--- src/rtl/circ_therm_mask.sv ---
// Head/tail/count tracker for an N-entry circular queue with registered,
// wrap-aware occupancy mask and a combinational "older than query" mask.
module circ_therm_mask #(
    parameter int N = 8,
    parameter int W = 2
) (
    input  logic                   i_clk,
    input  logic                   i_rst_n,
    input  logic                   i_flush,
    input  logic [$clog2(W+1)-1:0] i_alloc_cnt,
    input  logic [$clog2(W+1)-1:0] i_retire_cnt,
    input  logic [N-1:0]           i_query_oh,
    output logic [$clog2(W+1)-1:0] o_alloc_grant,
    output logic [$clog2(W+1)-1:0] o_retire_grant,
    output logic [N-1:0]           o_head_oh,
    output logic [N-1:0]           o_tail_oh,
    output logic [N-1:0]           o_valid_mask,
    output logic [N-1:0]           o_older_mask,
    output logic [$clog2(N+1)-1:0] o_count,
    output logic                   o_full,
    output logic                   o_empty
);
    localparam int CW = $clog2(W+1);
    localparam int NW = $clog2(N+1);
    localparam int PW = $clog2(N);

    // Bit gb of every entry index, used to encode a one-hot without a priority chain.
    function automatic logic [N-1:0] bit_sel(input int b);
        logic [N-1:0] m;
        for (int i = 0; i < N; i++) begin
            m[i] = ((i >> b) & 1) != 0;
        end
        return m;
    endfunction

    logic [PW-1:0] r_head;
    logic [PW-1:0] r_tail;
    logic [NW-1:0] r_count;
    logic [N-1:0]  r_head_oh;
    logic [N-1:0]  r_tail_oh;
    logic [N-1:0]  r_valid_mask;
    logic          r_full;
    logic          r_empty;

    logic [NW-1:0] w_free;
    logic [NW-1:0] w_alloc_req;
    logic [NW-1:0] w_retire_req;
    logic [NW-1:0] w_ag;
    logic [NW-1:0] w_rg;
    logic [NW-1:0] w_head_sum;
    logic [NW-1:0] w_tail_sum;
    logic [PW-1:0] w_head_next;
    logic [PW-1:0] w_tail_next;
    logic [NW-1:0] w_count_next;
    logic [N-1:0]  w_ge_hn;
    logic [N-1:0]  w_ge_tn;
    logic [N-1:0]  w_head_oh_next;
    logic [N-1:0]  w_tail_oh_next;
    logic [N-1:0]  w_valid_next;
    logic [PW-1:0] w_q_idx;
    logic [N-1:0]  w_ge_rh;
    logic [N-1:0]  w_ge_q;
    logic [N-1:0]  w_range_q;

    assign w_free       = NW'(N) - r_count;
    assign w_alloc_req  = NW'(i_alloc_cnt);
    assign w_retire_req = NW'(i_retire_cnt);

    // Both grants use the start-of-cycle count, so a slot freed this cycle is not reused.
    assign w_rg = i_flush ? '0 : ((w_retire_req < r_count) ? w_retire_req : r_count);
    assign w_ag = i_flush ? '0 : ((w_alloc_req < w_free) ? w_alloc_req : w_free);

    assign o_retire_grant = CW'(w_rg);
    assign o_alloc_grant  = CW'(w_ag);

    assign w_head_sum   = NW'(r_head) + w_rg;
    assign w_tail_sum   = NW'(r_tail) + w_ag;
    assign w_head_next  = i_flush ? '0 : w_head_sum[PW-1:0];
    assign w_tail_next  = i_flush ? '0 : w_tail_sum[PW-1:0];
    assign w_count_next = i_flush ? '0 : (r_count - w_rg + w_ag);

    generate
        for (genvar gi = 0; gi < N; gi++) begin : g_therm
            assign w_ge_hn[gi]        = (PW'(gi) >= w_head_next);
            assign w_ge_tn[gi]        = (PW'(gi) >= w_tail_next);
            assign w_head_oh_next[gi] = (PW'(gi) == w_head_next);
            assign w_tail_oh_next[gi] = (PW'(gi) == w_tail_next);
            assign w_ge_rh[gi]        = (PW'(gi) >= r_head);
            assign w_ge_q[gi]         = (PW'(gi) >= w_q_idx);
        end
        for (genvar gb = 0; gb < PW; gb++) begin : g_qenc
            localparam logic [N-1:0] SEL = bit_sel(gb);
            assign w_q_idx[gb] = |(i_query_oh & SEL);
        end
    endgenerate

    // head == tail is ambiguous; the count decides between empty and full.
    always_comb begin
        w_valid_next = '0;
        if (w_count_next == NW'(N)) begin
            w_valid_next = '1;
        end else if (w_count_next == '0) begin
            w_valid_next = '0;
        end else if (w_tail_next > w_head_next) begin
            w_valid_next = w_ge_hn & ~w_ge_tn;
        end else begin
            w_valid_next = w_ge_hn | ~w_ge_tn;
        end
    end

    always_comb begin
        w_range_q = '0;
        if (w_q_idx > r_head) begin
            w_range_q = w_ge_rh & ~w_ge_q;
        end else if (w_q_idx < r_head) begin
            w_range_q = w_ge_rh | ~w_ge_q;
        end
    end

    assign o_older_mask = r_valid_mask & w_range_q;

    always_ff @(posedge i_clk or negedge i_rst_n) begin
        if (!i_rst_n) begin
            r_head       <= '0;
            r_tail       <= '0;
            r_count      <= '0;
            r_head_oh    <= N'(1);
            r_tail_oh    <= N'(1);
            r_valid_mask <= '0;
            r_full       <= 1'b0;
            r_empty      <= 1'b1;
        end else begin
            r_head       <= w_head_next;
            r_tail       <= w_tail_next;
            r_count      <= w_count_next;
            r_head_oh    <= w_head_oh_next;
            r_tail_oh    <= w_tail_oh_next;
            r_valid_mask <= w_valid_next;
            r_full       <= (w_count_next == NW'(N));
            r_empty      <= (w_count_next == '0);
        end
    end

    assign o_head_oh    = r_head_oh;
    assign o_tail_oh    = r_tail_oh;
    assign o_valid_mask = r_valid_mask;
    assign o_count      = r_count;
    assign o_full       = r_full;
    assign o_empty      = r_empty;

endmodule

--- config.mk ---
export PLATFORM = sky130hd
export DESIGN_NAME = circ_therm_mask
export DESIGN_NICKNAME = d
export VERILOG_FILES = /design/src/rtl/circ_therm_mask.sv
export SDC_FILE = /design/constraint.sdc
export NUM_CORES = 1
export LEC_CHECK = 0
export CAP_MARGIN = 20
export CORE_ASPECT_RATIO = 1.4
export CORE_MARGIN = 2
export CORE_UTILIZATION = 53
export DETAILED_ROUTE_END_ITERATION = 8
export GPL_TIMING_DRIVEN = 0
export PLACE_DENSITY = 0.95
export SETUP_SLACK_MARGIN = 0.15
export SLEW_MARGIN = 20
export SYNTH_ARGS = -nofsm -noshare
export SYNTH_HDL_FRONTEND = slang
export SYNTH_SLANG_ARGS = --single-unit
--- constraint.sdc ---
create_clock -name i_clk -period 12.45 [get_ports i_clk]
set_clock_uncertainty 0.1 [all_clocks]
set_input_delay 1.245 -clock i_clk [delete_from_list [all_inputs] [get_ports i_clk]]
set_output_delay 1.245 -clock i_clk [all_outputs]
set_load 0.02 [all_outputs]
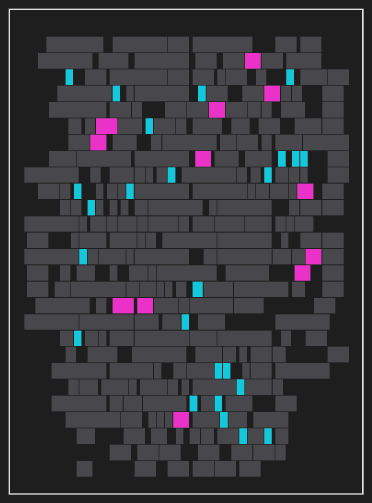
*Logic cells by family, run 1*
(6 px per um)
[inv cells] cyan | cells: 25
[non-inverting ao/oa cells] magenta | cells: 12
logic share of the area: 0.3994
most frequent logic cell in the layout: clkdlybuf4s50_1
final cell count without fillers: 324

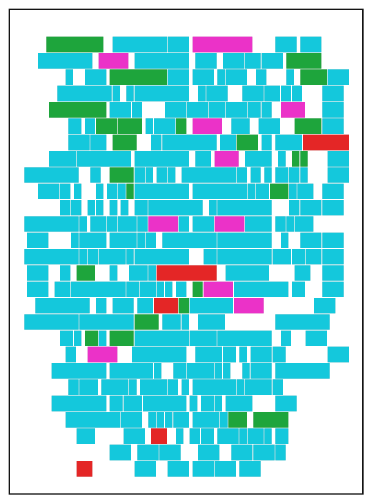
*Cells by drive strength, run 1*
(6 px per um)
[x1 and smaller] cyan | cells: 242 | most used: clkdlybuf4s50_1
[x2] green | cells: 24 | most used: maj3_2
[x6 and larger] magenta | cells: 10 | most used: clkbuf_8
[x3 and x4] red | cells: 5 | most used: buf_4
Area Growth Syn to Fin: 32.32%
Buffers excl. clock: 61
fin area: 2935 um^2

==> results.tsv, run 1 <==
metric	value	unit
wl_met3	174	um
max_freq	178.1	MHz
arrival	4.27	ns
fin_ws	6.835	ns
synth.distinct_cells	52	
internal-power	0.4371	mW
total_power	0.7716	mW
avgSynthCellArea	10.18	um^2
num-fill-cells	267	
core	3986	um^2
cts_root_buffer	clkbuf_8	
p_per_area	262.9	nW/um^2
critical-path-slowest-cell	clkdlybuf4s50_1	
peakVddDrop	0.1352	mV
dpl_cell_area	2835	um^2
grt_setup_unrepaired	false	
comb_power_share	0.637	
worstPathCellList	clkdlybuf4s50_1 -> nor4_2 -> inv_2 -> ha_1 -> nand3_1 -> o41ai_2 -> a2111oi_1 -> o21a_1 -> clkdlybuf4s50_1	
grt_pass1_vias	1821	
layout.area.comb	1172	um^2
grtUsageMet2	0.4258	
reg2reg_depth	19	
drv_cap	0	
drtIter0Drc	78	
setup_viol	0	
crit-reg2reg-launch	o_count[0]$_DFF_PN0_	
cp-start-kind	input port	
cp-end-kind	output pin	
crit_type	in2out	
route.layer.met1.wl	2057	um
clkTransAtPathRegs	0.07	ns
syn_area	2218	um^2
ys.warnings.count	0	
grt.busiest_layer	met2	
wl	5104	um
p_sw_frac	0.4335	
min-delay-path-class	reg2reg	
cts_buffer_depth	2	
die_h	80.55	um
crit_fanout	6	
drcViolationCount	5	
ctsHtreeMaxLevel	2	
dr_wl_met2	2757	um
gr-usage-met3	0.04509	
antenna_found_initial	0	
vias	1806	
fin_crit_sh	0.4510	
synthCells	218	
track_usage	0.2419	
final_util	0.7363	
ys_async_sr_fraction	1.000	
post-place-ws	6.866	ns
worst_hold_slack	0.5658	ns
hold_end	o_tail_oh[6]$_DFF_PN0_	
synth-edff-count	0	
crit_family	buffers and inverters	
violations	DRC	
overflow	0	
min_period	5.615	ns
row_count	27	
post_cts_buffers	0	
tool_warnings	28	
grt_first_pass_wirelength	8562	um
ant_nets	0	
status	complete, but fails checks	
p_sw	0.3345	mW
placed_cells	316	
cts_buffers	5	
routed.top_layer	met4	
r2r_end	o_valid_mask[4]$_DFF_PN0_	
pwr-share-clk	0.117	
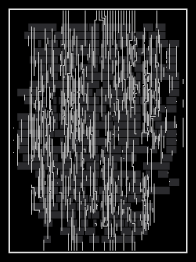
*Metal 2, run 1*
(3 px per um)
wire length on this layer: 2,760 um
nets with wire on the layer: 283

## run 1: area by class of cell
class | count | area share
plain buffers | 6 | 0.01577
clock buffers | 8 | 0.03410
inverters | 25 | 0.03240
multi-input cells | 151 | 0.3994
flip-flops and latches | 36 | 0.3082
well taps | 43 | 0.01833
repair buffers | 55 | 0.1918
## run 1: how the worst max path moves through the flow
stage          cells past startpoint                         to             from
2_1_floorplan                     15  o_valid_mask[1]$_DFF_PN0_  i_retire_cnt[1]
3_3_place_gp                       9            o_older_mask[0]    i_query_oh[5]
3_5_place_dp                       9            o_older_mask[0]    i_query_oh[5]
4_1_cts                            9            o_older_mask[0]    i_query_oh[5]
5_1_grt                            9            o_older_mask[0]    i_query_oh[5]
6_report                           9            o_older_mask[0]    i_query_oh[5]
## run 1: synthesized netlist by cell type (4+ instances only)
library cell	n	area share
nand3_1	5	0.011
dfrtp_1	33	0.37
fa_1	5	0.045
o21a_1	7	0.024
maj3_2	4	0.020
a21oi_1	6	0.014
nor3_1	12	0.027
inv_1	21	0.036
o21ai_0	7	0.016
mux2i_1	4	0.018
nor2b_1	7	0.020
nand2_1	10	0.017
nor2_1	18	0.030
ha_1	16	0.090
nand2b_1	5	0.014
o21ai_1	5	0.011
## run 1: cells by family after synthesis
family	after synthesis	synth area share
and+or+nand+nor	72	0.1811
AOI/OAI and AO/OA	42	0.1371
DFF	36	0.4078
buffers and inverters	31	0.06373
adders and majority gates	25	0.1557
xor gates and xnor gates	5	0.02821
muxes	5	0.02313
other	2	0.003385
## run 1: power groups by stage
stage	sequential, mW	combinational, mW	clock (mW)
after global routing	0.195	0.535	0.0970
after floorplan	0.226	0.282	0
after global placement	0.191	0.465	0
final	0.191	0.491	0.0899
after CTS	0.191	0.492	0.0917
after detailed placement	0.192	0.489	0
### Routing congestion map, run 1

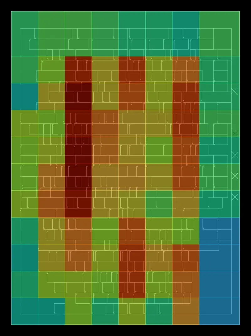

## Run 2: what changed since run 1
--- a/config.mk
+++ b/config.mk
@@ -8,10 +8,10 @@
 export CAP_MARGIN = 20
 export CORE_ASPECT_RATIO = 1.4
 export CORE_MARGIN = 2
-export CORE_UTILIZATION = 53
+export CORE_UTILIZATION = 44
 export DETAILED_ROUTE_END_ITERATION = 8
 export GPL_TIMING_DRIVEN = 0
-export PLACE_DENSITY = 0.95
+export PLACE_DENSITY = 0.87
 export SETUP_SLACK_MARGIN = 0.15
 export SLEW_MARGIN = 20
 export SYNTH_ARGS = -nofsm -noshare
==> constraint.sdc (replaced) <==
create_clock -name i_clk -period 5.05 [get_ports i_clk]
set_clock_uncertainty 0.1 [all_clocks]
set_input_delay 0.505 -clock i_clk [delete_from_list [all_inputs] [get_ports i_clk]]
set_output_delay 0.505 -clock i_clk [all_outputs]
set_load 0.02 [all_outputs]
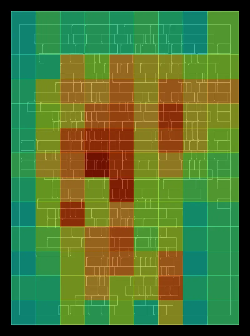
*Routing congestion map, run 2*
DR WL/cell: 14.70 um
Global Route Usage Sum: 0.1926
final core occ: 0.6106

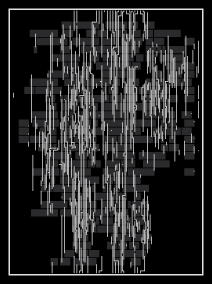
*Metal 2, run 2*
(3 px per um)
share of all routed wire: 55%
main direction: vertical
wire length on this layer: 2,780 um
met2 Use GR: 0.3570
wirelength, routed: 5087 um
total number of vias: 1,805

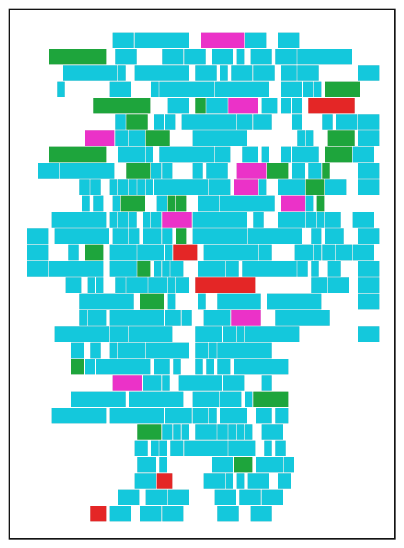
*Cells by drive strength, run 2*
(6 px per um)
[x6 and larger] magenta | cells: 9 | most used: clkbuf_8
[x1 and smaller] cyan | cells: 243 | most used: clkdlybuf4s50_1
[x2] green | cells: 25 | most used: maj3_2
[x3 and x4] red | cells: 5 | most used: buf_4

==> run 2 against run 1 <==
Net effect: the flow now finishes without violations; critical path type is now reg2reg; non-clock buffer count is 1 higher; global-route usage decreased by 4.9 points; largest power group unchanged; setup slack lost 6.3 ns; utilization shrank 13 points; final cell count grew 6.8%; critical path depth is 10 higher; sequential share of layout area is 0.22 points lower; first-iteration DRC count grew 36%; synthesized cell count unchanged; die area increased by 19%.
==> results.tsv, run 2 <==
metric	value	unit	change
common_cells	dfrtp_1, inv_1, nor2_1		
fp-utilization	0.4581		
synth.most_common_cell	dfrtp_1		
place_hpwl	3899	um	
synthTopCellsByArea	dfrtp_1, ha_1, fa_1		
drtIter0Drc	106		+36%
crit_type	reg2reg		
reg2reg_depth	19		unchanged
grt_first_pass_wirelength	8217	um	-4.0%
grt_setup_unrepaired	false		
syn_area	2218	um^2	unchanged
fin_crit_sh	0.8947		
cts_root_buffer	clkbuf_8		
overflow	0		unchanged
ant_nets	0		unchanged
cp-end-kind	register		
status	finished clean		
gr-usage-met3	0.03342		-0.01167
ys_area	2218	um^2	
grt_pass1_vias	1736		-4.7%
syn_to_final_growth	33.28	%	
ios	57		
fin_ws	0.5316	ns	-6.303 ns
tritoncts	yes		
drcViolationCount	0		-5
cts_buffers	5		unchanged
crit_fanout	10		+4
worst_hold_slack	0.3819	ns	-0.1839 ns
synth_area_leader_cell	dfrtp_1		
die_h	88.02	um	+9.3%
antenna_found_initial	0		unchanged
dpl_cell_area	2854	um^2	+0.66%
ys.flops	36		
worst_pin_slew	0.5194	ns	
chipWidth	64.01	um	
placed_cells	337		+6.6%
drv_cap	0		unchanged
critPathMaxStageDelay	0.48	ns	
finalNonFillerCells	346		+6.8%
min-delay-path-class	in2reg		
post-place-ws	0.3013	ns	-6.564 ns
ys_async_sr_fraction	1.000		unchanged
synth.distinct_cells	52		unchanged
worstPathCellList	inv_1 -> ha_1 -> inv_1 -> ha_1 -> o21ai_0 -> a21oi_2 -> mux2i_1 -> nor2_1 -> ha_1 -> fa_1 -> xnor2_1 -> nor2_2 -> inv_1 -> ha_1 -> nand3_1 -> o21ai_0 -> nor2_2 -> a2bb2oi_1 -> o21ai_0		
synth-edff-count	0		unchanged
grt.busiest_layer	met2		
setup_viol	0		unchanged
final_cell_area	2957	um^2	+0.72%
row_count	30		+11%
timing.setup.tns	0	ns	
synthCells	218		unchanged
fp_nets	254		
peakVddDrop	0.2980	mV	+120%
min_period	4.518	ns	
tool_warnings	28		unchanged
clock-sinks	36		
arrival	4.53	ns	+0.26 ns
clkTransAtPathRegs	0.07	ns	about the same
nets	317		
crit_family	adder cells		
cts_buffer_depth	2		unchanged
max_freq	221.3	MHz	
cp-start-kind	register		
core	4842	um^2	+21%
final_common_cell	clkdlybuf4s50_1		
first_pass_iters	4		
crit_cells	19		+10
flop_cell	dfrtp_1		
ys.warnings.count	0		unchanged
yosysCellCount	218		
p_per_area	637.4	nW/um^2	+140%
total_power	1.884	mW	+140%
ctsHtreeMaxLevel	2		unchanged
critPathMostFrequentCell	ha_1		
avgSynthCellArea	10.18	um^2	unchanged
synth_top_area_share	0.3723		unchanged
critical-path-slowest-cell	dfrtp_1		
use_met1	0.2111		
place.gp.congestion	0.8150		
-- run 2: kinds of logic after synthesis --
family | share of synthesized area
AND/OR/NAND/NOR | 0.1811
AND-OR/OR-AND | 0.1371
flip-flops | 0.4078
buffers and inverters | 0.06373
adder cells (fa/ha/maj) | 0.1557
XOR/XNOR | 0.02821
multiplexers | 0.02313
other | 0.003385
-- run 2: where the power goes --
group | leakage [nW] | switching (mW) | internal (mW)
Combinational | 0.841 | 0.654 | 0.554
Clock | 0.0455 | 0.0956 | 0.111
Sequential | 0.468 | 0.0717 | 0.398
Total | 1.35 | 0.821 | 1.06
-- run 2: per-layer routing --
layer  part of all wire  up-vias
li1                   -      871
met1               0.39      868
met2               0.55       52
met3              0.034       14
met4              0.029        0
met5                  0        -
-- run 2: repair_timing --
action,4_1_cts,5_1_grt
hold buffers,1,0
resized,0,1
endpoints found under the hold margin,3,0
setup buffers,0,0
endpoints found under the setup margin,0,7
-- run 2: final timing paths --
kind / startpoint / endpoint / slack, ns
setup / recovery: o_count[0]$_DFF_PN0_ / o_valid_mask[3]$_DFF_PN0_ / 0.53
hold / removal: i_flush / r_head[2]$_DFF_PN0_ / 0.38
setup reg to reg: o_count[0]$_DFF_PN0_ / o_valid_mask[3]$_DFF_PN0_ / 0.53
hold reg to reg: r_tail[2]$_DFF_PN0_ / o_tail_oh[6]$_DFF_PN0_ / 0.56
max in group asynchronous: i_rst_n / o_empty$_DFF_PN1_ / 3.92
min in group asynchronous: i_rst_n / o_head_oh[1]$_DFF_PN0_ / 0.47
-- run 2: cell type report --
type / count / area, um^2
Buffer: 6 / 46.29
Clock buffer: 8 / 90.09
Fill cell: 376 / 1886
Inverter: 25 / 95.09
Multi-Input combinational cell: 151 / 1175
Sequential cell: 36 / 904.6
Tap cell: 64 / 80.08
Timing Repair Buffer: 56 / 565.5
### Logic cells by family, run 2

(6 px per um)
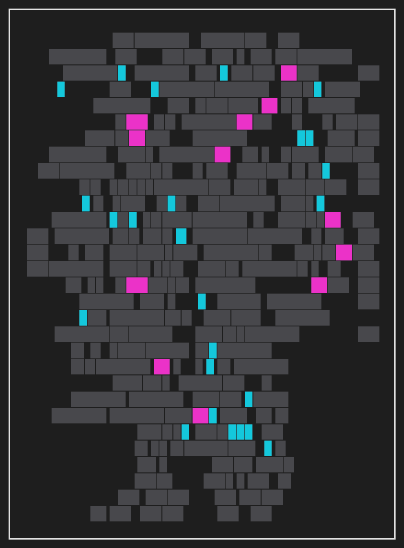

## Run 3: what changed since run 2
--- a/config.mk
+++ b/config.mk
@@ -5,13 +5,14 @@
 export SDC_FILE = /design/constraint.sdc
 export NUM_CORES = 1
 export LEC_CHECK = 0
+export ABC_AREA = 1
 export CAP_MARGIN = 20
 export CORE_ASPECT_RATIO = 1.4
 export CORE_MARGIN = 2
-export CORE_UTILIZATION = 44
+export CORE_UTILIZATION = 45
 export DETAILED_ROUTE_END_ITERATION = 8
 export GPL_TIMING_DRIVEN = 0
-export PLACE_DENSITY = 0.87
+export PLACE_DENSITY = 0.88
 export SETUP_SLACK_MARGIN = 0.15
 export SLEW_MARGIN = 20
 export SYNTH_ARGS = -nofsm -noshare
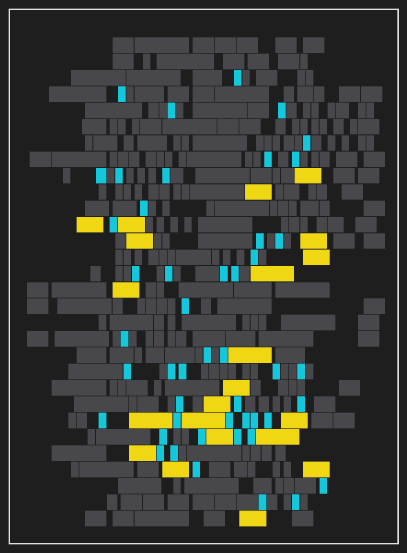
*Logic cells by family, run 3*
(6 px per um)
[fa/ha/maj cells] yellow | cells: 21
[inv cells] cyan | cells: 47

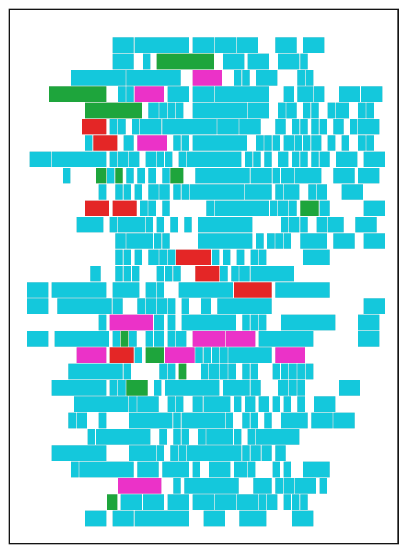
*Cells by drive strength, run 3*
(6 px per um)
[x3 and x4] red | cells: 8 | most used: nor2_4
[x6 and larger] magenta | cells: 10 | most used: clkbuf_8
[x1 and smaller] cyan | cells: 333 | most used: nand2_1
[x2] green | cells: 12

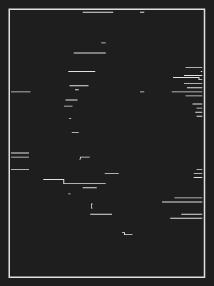
*Signal wires on met3, run 3*
(3 px per um)
longest straight run: 13.8 um
share of all routed wire: 4.1%
main direction: horizontal

==> run 3 against run 2 <==
Net effect: sequential share of layout area fell by 1.1 points; maximum frequency rose by 5.6%; power rose by 16%; setup slack improved by 0.24 ns; synthesized cell count rose by 37%; critical endpoint is now o_valid_mask[6]$_DFF_PN0_; highest routed layer unchanged.
==> results.tsv, run 3 <==
metric	value	unit	change
ys_sh_xor	0.003788		-0.02441
synth_area_leader_cell	dfrtp_1		
peakVddDrop	0.3579	mV	+20%
common_cells	nand2_1, nor2_1, inv_1		
final_util	0.6232		+0.01256
flop_cell	dfrtp_1		
crit_buf_inv	3		
vias_per_cell	4.911		
maxPowerGroup	combinational logic		
worst_pin_slew	0.5574	ns	+0.03799 ns
chipWidth	64.58	um	+0.89%
drtIter0Drc	102		-3.8%
critical_path_required	5.12	ns	
track_usage	0.2041		+0.01149
min-delay-path-class	in2async		
clkTransAtPathRegs	0.06	ns	about the same
yosysCellCount	299		+37%
syn_area	2312	um^2	+4.2%
internal-power	1.114	mW	+4.8%
comb_power	1.50	mW	+24%
nets	399		+26%
worstPathCellList	clkdlybuf4s50_1 -> ha_1 -> nand2_1 -> nand2_1 -> nand3_1 -> inv_1 -> o21ai_0 -> nor2_1 -> ha_1 -> fa_1 -> nand2_1 -> nand2_1 -> nor2_1 -> ha_1 -> nand3_1 -> inv_1 -> nor2_1 -> o21ai_0 -> nand2_1 -> nand2_1		
setup_viol	0		unchanged
clock-sinks	36		unchanged
power.leakage	1.605	nW	
comb_power_share	0.687		+0.046
grt_setup_unrepaired	false		
tritoncts	yes		
synthTopCellsByArea	dfrtp_1, nand2_1, ha_1		
die_h	88.82	um	+0.91%
synth_top_area_share	0.3571		-0.01511
clock_latency	0.29	ns	
crit_fanout	8		-2
first_pass_iters	4		unchanged
place_hpwl	4213	um	+8.1%
pwr-share-seq	0.215		-0.034
ys_async_sr_fraction	1.000		unchanged
fp-utilization	0.4702		+0.01209
post-place-ws	0.5673	ns	+0.2659 ns
top_logic_kind	simple AND/OR/NAND/NOR gates		
drv_cap	0		unchanged
wire_per_inst	12.43	um	-15%
min_period	4.278	ns	-0.2409 ns
syn_to_final_growth	32.52	%	
worst_hold_slack	0.4586	ns	+0.07668 ns
powerSeq	0.470	mW	about the same
final_common_cell	nand2_1		
num-fill-cells	427		+14%
cts_buffer_depth	2		unchanged
row_count	30		unchanged
ctsHtreeMaxLevel	2		unchanged
grt_first_pass_wirelength	9156	um	+11%
hold_viol	0		
crit_type	in2reg		
place.gp.congestion	0.8686		+6.6%
crit_family	simple AND/OR/NAND/NOR gates		
drcViolationCount	0		unchanged
max_freq	233.8	MHz	+5.6%
synth.most_common_cell	nand2_1		
status	finished clean		
ys_area	2312	um^2	+4.2%
fin_ws	0.7725	ns	+0.2409 ns
overflow	0		unchanged
ys.warnings.count	0		unchanged
synth.distinct_cells	30		-42%
mux_area_frac	0		-0.02312
p_per_area	714.0	nW/um^2	+12%
fp_nets	335		+32%
arrival	4.35	ns	-0.18 ns
p_sw	1.074	mW	+31%
ys.flops	36		unchanged
cp-end-kind	register		
clk-power	0.215	mW	+4%
cp-start-kind	input port		
pwr-share-clk	0.098		-0.012
cts_buffers	5		unchanged
ys_sh_aoi	0.07359		-0.06346
timing.setup.tns	0	ns	unchanged
grt_pass1_vias	2162		+25%
critPathMaxStageDelay	0.43	ns	-0.05 ns
synth-edff-count	0		unchanged
vias	2097		+16%
ios	57		unchanged
synthCells	299		+37%
total_power	2.188	mW	+16%
p_sw_frac	0.4910		+0.05506
fin_crit_sh	0.8470		-0.04770
antenna_cells	0		
synthAdderAreaFrac	0.1299		-0.02580
critPathMostFrequentCell	nand2_1		
avgSynthCellArea	7.733	um^2	-24%
wl	5306	um	+4.3%
cts_root_buffer	clkbuf_8		
ant_nets	0		unchanged
core	4917	um^2	+1.6%
critical-path-slowest-cell	clkdlybuf4s50_1		
simple_gate_share	0.3149		+0.1339
antenna_found_initial	0		unchanged
tool_warnings	28		unchanged
## run 3: worst paths after layout
kind                                      startpoint                        end  slack [ns]  cells after the start
worst max-delay path                 i_retire_cnt[1]  o_valid_mask[6]$_DFF_PN0_        0.77                     20
worst min-delay path                         i_rst_n     o_tail_oh[3]$_DFF_PN0_        0.46                      2
worst max register to register  o_count[0]$_DFF_PN0_  o_valid_mask[6]$_DFF_PN0_        0.82                     21
worst min register to register   r_tail[0]$_DFF_PN0_     o_tail_oh[2]$_DFF_PN0_        0.51                      2
max in group asynchronous                    i_rst_n     o_tail_oh[0]$_DFF_PN1_        3.95                      3
min in group i_clk               r_tail[0]$_DFF_PN0_     o_tail_oh[2]$_DFF_PN0_        0.51                      2
## run 3: through the flow
stage / std cells / cell area [um^2]
after floorplan: 299 / 2312
after global placement: 418 / 2943
after detailed placement: 419 / 2958
after CTS: 427 / 3064
after global routing: 427 / 3064
final: 427 / 3064
## run 3: repair_timing
item	CTS	global route
gates resized	0	0
hold buffers	1	0
endpoints found under the hold margin	2	0
buffers inserted	0	0
## run 3: per-layer routing
| layer | vias to the layer above | global-route usage | part of all wire |
|---|---|---|---|
| met2 | 53 | 0.3873 | 0.54 |
| met1 | 970 | 0.2109 | 0.38 |
| li1 | 1062 | - | - |
| met4 | 0 | 0.1180 | 0.031 |
| met3 | 12 | 0.03308 | 0.041 |
| met5 | - | 0 | 0 |
## run 3: layout make-up
| class | count | area [um^2] | share of cell area |
|---|---|---|---|
| plain buffers | 1 | 15.01 | 0.004900 |
| clock buffers | 7 | 96.34 | 0.03144 |
| inverters | 47 | 177.7 | 0.05798 |
| multi-input cells | 215 | 1215 | 0.3965 |
| flip-flops and latches | 36 | 904.6 | 0.2952 |
| well taps | 64 | 80.08 | 0.02613 |
| repair buffers | 57 | 575.6 | 0.1878 |
Power and IR drop assume default switching activity.
